M2 wires:
Scale: 6 px per µm.
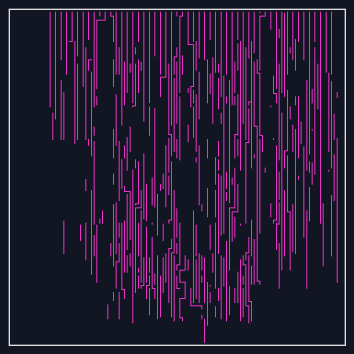
Floorplan with the power grid:
Scale: 6 px per µm. Pins as bars on the die edge.
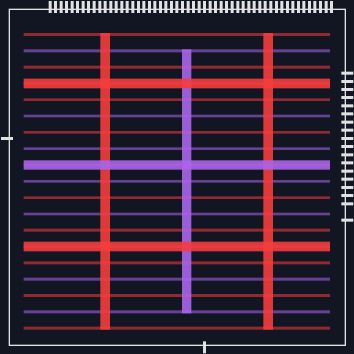
Where the registers sit:
Scale: 6 px per µm.
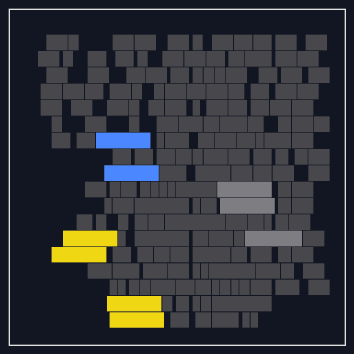
--- config.mk ---
export PLATFORM = sky130hd
export DESIGN_NAME = ramb16_s4_arbiter
export DESIGN_NICKNAME = d
export VERILOG_FILES = /design/src/rtl/ramb16_arb_pkg.sv /design/src/rtl/rr_burst_sel.sv /design/src/rtl/ramb16_s4_arbiter.sv
export SDC_FILE = /design/constraint.sdc
export NUM_CORES = 1
export LEC_CHECK = 0
export CAP_MARGIN = 30
export CORE_MARGIN = 2
export CORE_UTILIZATION = 32
export CTS_CLUSTER_DIAMETER = 200
export DETAILED_ROUTE_END_ITERATION = 10
export GPL_TIMING_DRIVEN = 0
export PLACE_DENSITY = 0.87
export SLEW_MARGIN = 10
export SYNTH_ARGS = -nofsm -noshare
export SYNTH_HDL_FRONTEND = slang
export SYNTH_SLANG_ARGS = --single-unit
--- constraint.sdc ---
create_clock -name CLK -period 2.9 [get_ports CLK]
set_input_delay 0.435 -clock CLK [delete_from_list [all_inputs] [get_ports CLK]]
set_output_delay 0.435 -clock CLK [all_outputs]
set_load 0.005 [all_outputs]
--- src/rtl/ramb16_arb_pkg.sv ---
// Shared types and default widths for the two-requester RAMB16_S4 arbiter.
package ramb16_arb_pkg;

    localparam int DEF_ADDR_W = 12;
    localparam int DEF_DATA_W = 4;

    typedef enum logic [1:0] {
        IDLE,
        OWN_A,
        OWN_B
    } owner_t;

    typedef enum logic {
        ID_A,
        ID_B
    } req_id_t;

endpackage

--- src/rtl/rr_burst_sel.sv ---
// Round-robin grant decision with a burst limit; owns the owner/last/cnt registers.
module rr_burst_sel
    import ramb16_arb_pkg::*;
#(
    parameter int MAX_BURST = 4
) (
    input  logic clk,
    input  logic rst,
    input  logic a_req,
    input  logic b_req,
    output logic a_gnt,
    output logic b_gnt
);

    localparam logic [3:0] MAX_CNT = 4'(MAX_BURST);

    owner_t  owner, owner_nxt;
    req_id_t last, last_nxt;
    logic [3:0] cnt, cnt_nxt;
    logic a_win, b_win;

    always_comb begin
        a_win = 1'b0;
        b_win = 1'b0;
        case (owner)
            OWN_A: begin
                if (a_req && (!b_req || cnt < MAX_CNT)) a_win = 1'b1;
                else if (b_req)                          b_win = 1'b1;
            end
            OWN_B: begin
                if (b_req && (!a_req || cnt < MAX_CNT)) b_win = 1'b1;
                else if (a_req)                          a_win = 1'b1;
            end
            default: begin
                // On a tie from idle, whoever did not own the port last time goes first.
                if (a_req && b_req) begin
                    a_win = (last == ID_B);
                    b_win = (last == ID_A);
                end else begin
                    a_win = a_req;
                    b_win = b_req;
                end
            end
        endcase
    end

    // No access may reach the RAM while reset is held, even with requests pending.
    assign a_gnt = a_win & ~rst;
    assign b_gnt = b_win & ~rst;

    always_comb begin
        owner_nxt = owner;
        last_nxt  = last;
        cnt_nxt   = cnt;
        if (a_win) begin
            if (owner == OWN_A) begin
                cnt_nxt = (cnt < MAX_CNT) ? cnt + 4'd1 : cnt;
            end else begin
                owner_nxt = OWN_A;
                cnt_nxt   = 4'd1;
            end
        end else if (b_win) begin
            if (owner == OWN_B) begin
                cnt_nxt = (cnt < MAX_CNT) ? cnt + 4'd1 : cnt;
            end else begin
                owner_nxt = OWN_B;
                cnt_nxt   = 4'd1;
            end
        end else begin
            owner_nxt = IDLE;
            cnt_nxt   = 4'd0;
            if (owner == OWN_A)      last_nxt = ID_A;
            else if (owner == OWN_B) last_nxt = ID_B;
        end
    end

    always_ff @(posedge clk or posedge rst) begin
        if (rst) begin
            owner <= IDLE;
            last  <= ID_B;
            cnt   <= 4'd0;
        end else begin
            owner <= owner_nxt;
            last  <= last_nxt;
            cnt   <= cnt_nxt;
        end
    end

endmodule

--- src/rtl/ramb16_s4_arbiter.sv ---
// Shares one single-port 4096x4 block RAM between two requesters, one access per clock,
// and steers registered read data back to whichever requester issued the read.
module ramb16_s4_arbiter
    import ramb16_arb_pkg::*;
#(
    parameter int ADDR_W    = DEF_ADDR_W,
    parameter int DATA_W    = DEF_DATA_W,
    parameter int MAX_BURST = 4
) (
    input  logic              CLK,
    input  logic              RST,
    input  logic              A_REQ,
    input  logic              A_WE,
    input  logic [ADDR_W-1:0] A_ADDR,
    input  logic [DATA_W-1:0] A_DI,
    output logic              A_GNT,
    output logic              A_VLD,
    output logic [DATA_W-1:0] A_DO,
    input  logic              B_REQ,
    input  logic              B_WE,
    input  logic [ADDR_W-1:0] B_ADDR,
    input  logic [DATA_W-1:0] B_DI,
    output logic              B_GNT,
    output logic              B_VLD,
    output logic [DATA_W-1:0] B_DO,
    output logic              RAM_EN,
    output logic              RAM_WE,
    output logic [ADDR_W-1:0] RAM_ADDR,
    output logic [DATA_W-1:0] RAM_DI,
    input  logic [DATA_W-1:0] RAM_DO
);

    rr_burst_sel #(
        .MAX_BURST(MAX_BURST)
    ) u_sel (
        .clk  (CLK),
        .rst  (RST),
        .a_req(A_REQ),
        .b_req(B_REQ),
        .a_gnt(A_GNT),
        .b_gnt(B_GNT)
    );

    always_comb begin
        RAM_EN   = A_GNT | B_GNT;
        RAM_WE   = 1'b0;
        RAM_ADDR = '0;
        RAM_DI   = '0;
        if (A_GNT) begin
            RAM_WE   = A_WE;
            RAM_ADDR = A_ADDR;
            RAM_DI   = A_DI;
        end else if (B_GNT) begin
            RAM_WE   = B_WE;
            RAM_ADDR = B_ADDR;
            RAM_DI   = B_DI;
        end
    end

    // The RAM output register lands one cycle after the grant, so the valid strobe tracks it.
    always_ff @(posedge CLK or posedge RST) begin
        if (RST) begin
            A_VLD <= 1'b0;
            B_VLD <= 1'b0;
        end else begin
            A_VLD <= A_GNT & ~A_WE;
            B_VLD <= B_GNT & ~B_WE;
        end
    end

    assign A_DO = A_VLD ? RAM_DO : '0;
    assign B_DO = B_VLD ? RAM_DO : '0;

endmodule

==> metrics.cfg <==
[critical_path]
crit_type = flop to primary output
setup.worst_path.end = A_GNT
slowest_stage = clkdlybuf4s50_1
path_buffers = 2
cp-startpoint = u_sel.owner[1]

[layout]
instances_no_fill = 214
drive_above_1_share_pct = 28.8
final_area_um2 = 1790
clk_share_pct = 1.54
regMostFlops = u_sel.cnt

[synthesis]
mux_area_share_pct = 2.48
yosys.cell_count.top_type = a22o_1
edf_count = 0
yosys_cells = 93
fp_nets = 138
ys_sh_aoi_pct = 37.4
ys_chip_area_um2 = 857
synth_seq_share_pct = 26.4
avgSynthCellArea_um2 = 9.22
yosys.area.top_type = dfrtp_1

[drt]
post_drt_via_cell_ratio = 5.23
wl_met1_mm = 1.37
highest_layer = met4
detail_route.wl_per_cell_um = 17.9
drt_iter0_markers = 25

[global_routing]
grt_usage_pct = 24.1
grtUsageMet3_pct = 6.74
busiest_layer = met2

[die]
dieArea_um2 = 3110
core.rowCount = 18

[clock_network]
postCtsHoldBufs = 0
cts_max_level = 1
cts_setup_buffers = 11
numClockSinks = 9

[placement]
dp_hpwl_mm = 2.70
placed_area_um2 = 1610
post-place-ws_ps = -358
dpl.cell_count = 194

[run_status]
status = completed

[power]
seq_power_share_pct = 14.9
power_switching_mw = 0.477
p_clk_mw = 0.0980

[final_timing]
finalClockPeriodUsage_pct = 98.5
skew_ps = 9.08
hold_slack_ps = 519
final_hold_viol_count = 0

[min_path]
hp-class = flop to flop

[run]
tool_warnings = 29
drv_cap = 0

Notes on 'M2 wires' above:
The wires run mostly vertical. 208 nets have wire on it. The longest straight run is 35.2 µm.

Notes on 'floorplan with the power grid' above:
Red is VSS. Purple is VDD.
72 signal pins sit on the boundary. 19 met1 rails follow the rows.
core footprint: 2500 µm²
die height: 55.8 µm
Peak VDD IR: 0.000512 V
Die X: 55.8 µm

Notes on 'where the registers sit' above:
Yellow is u_sel.cnt, flops 4. Blue is u_sel.owner, flops 2.
Another 3 sequential cells are not colored.

[layout by cell type (no fill, tap or decap), types with 2 or more instances in the layout]
| cell | n |
|---|---|
| a21oi_1 | 6 |
| a22o_1 | 16 |
| and2_1 | 8 |
| buf_4 | 14 |
| buf_6 | 4 |
| clkbuf_2 | 10 |
| clkbuf_4 | 3 |
| clkdlybuf4s50_1 | 52 |
| dfrtp_1 | 8 |
| dlygate4sd2_1 | 4 |
| dlymetal6s2s_1 | 5 |
| ha_4 | 2 |
| inv_1 | 6 |
| inv_2 | 2 |
| nand2_1 | 4 |
| nor2_1 | 7 |
| o21ai_0 | 5 |
| o32ai_4 | 2 |
[worst min-delay path, cell delays in order, from the launching register on]
cell	delay, ps
dfstp_2	370
inv_1	70
mux2i_1	70
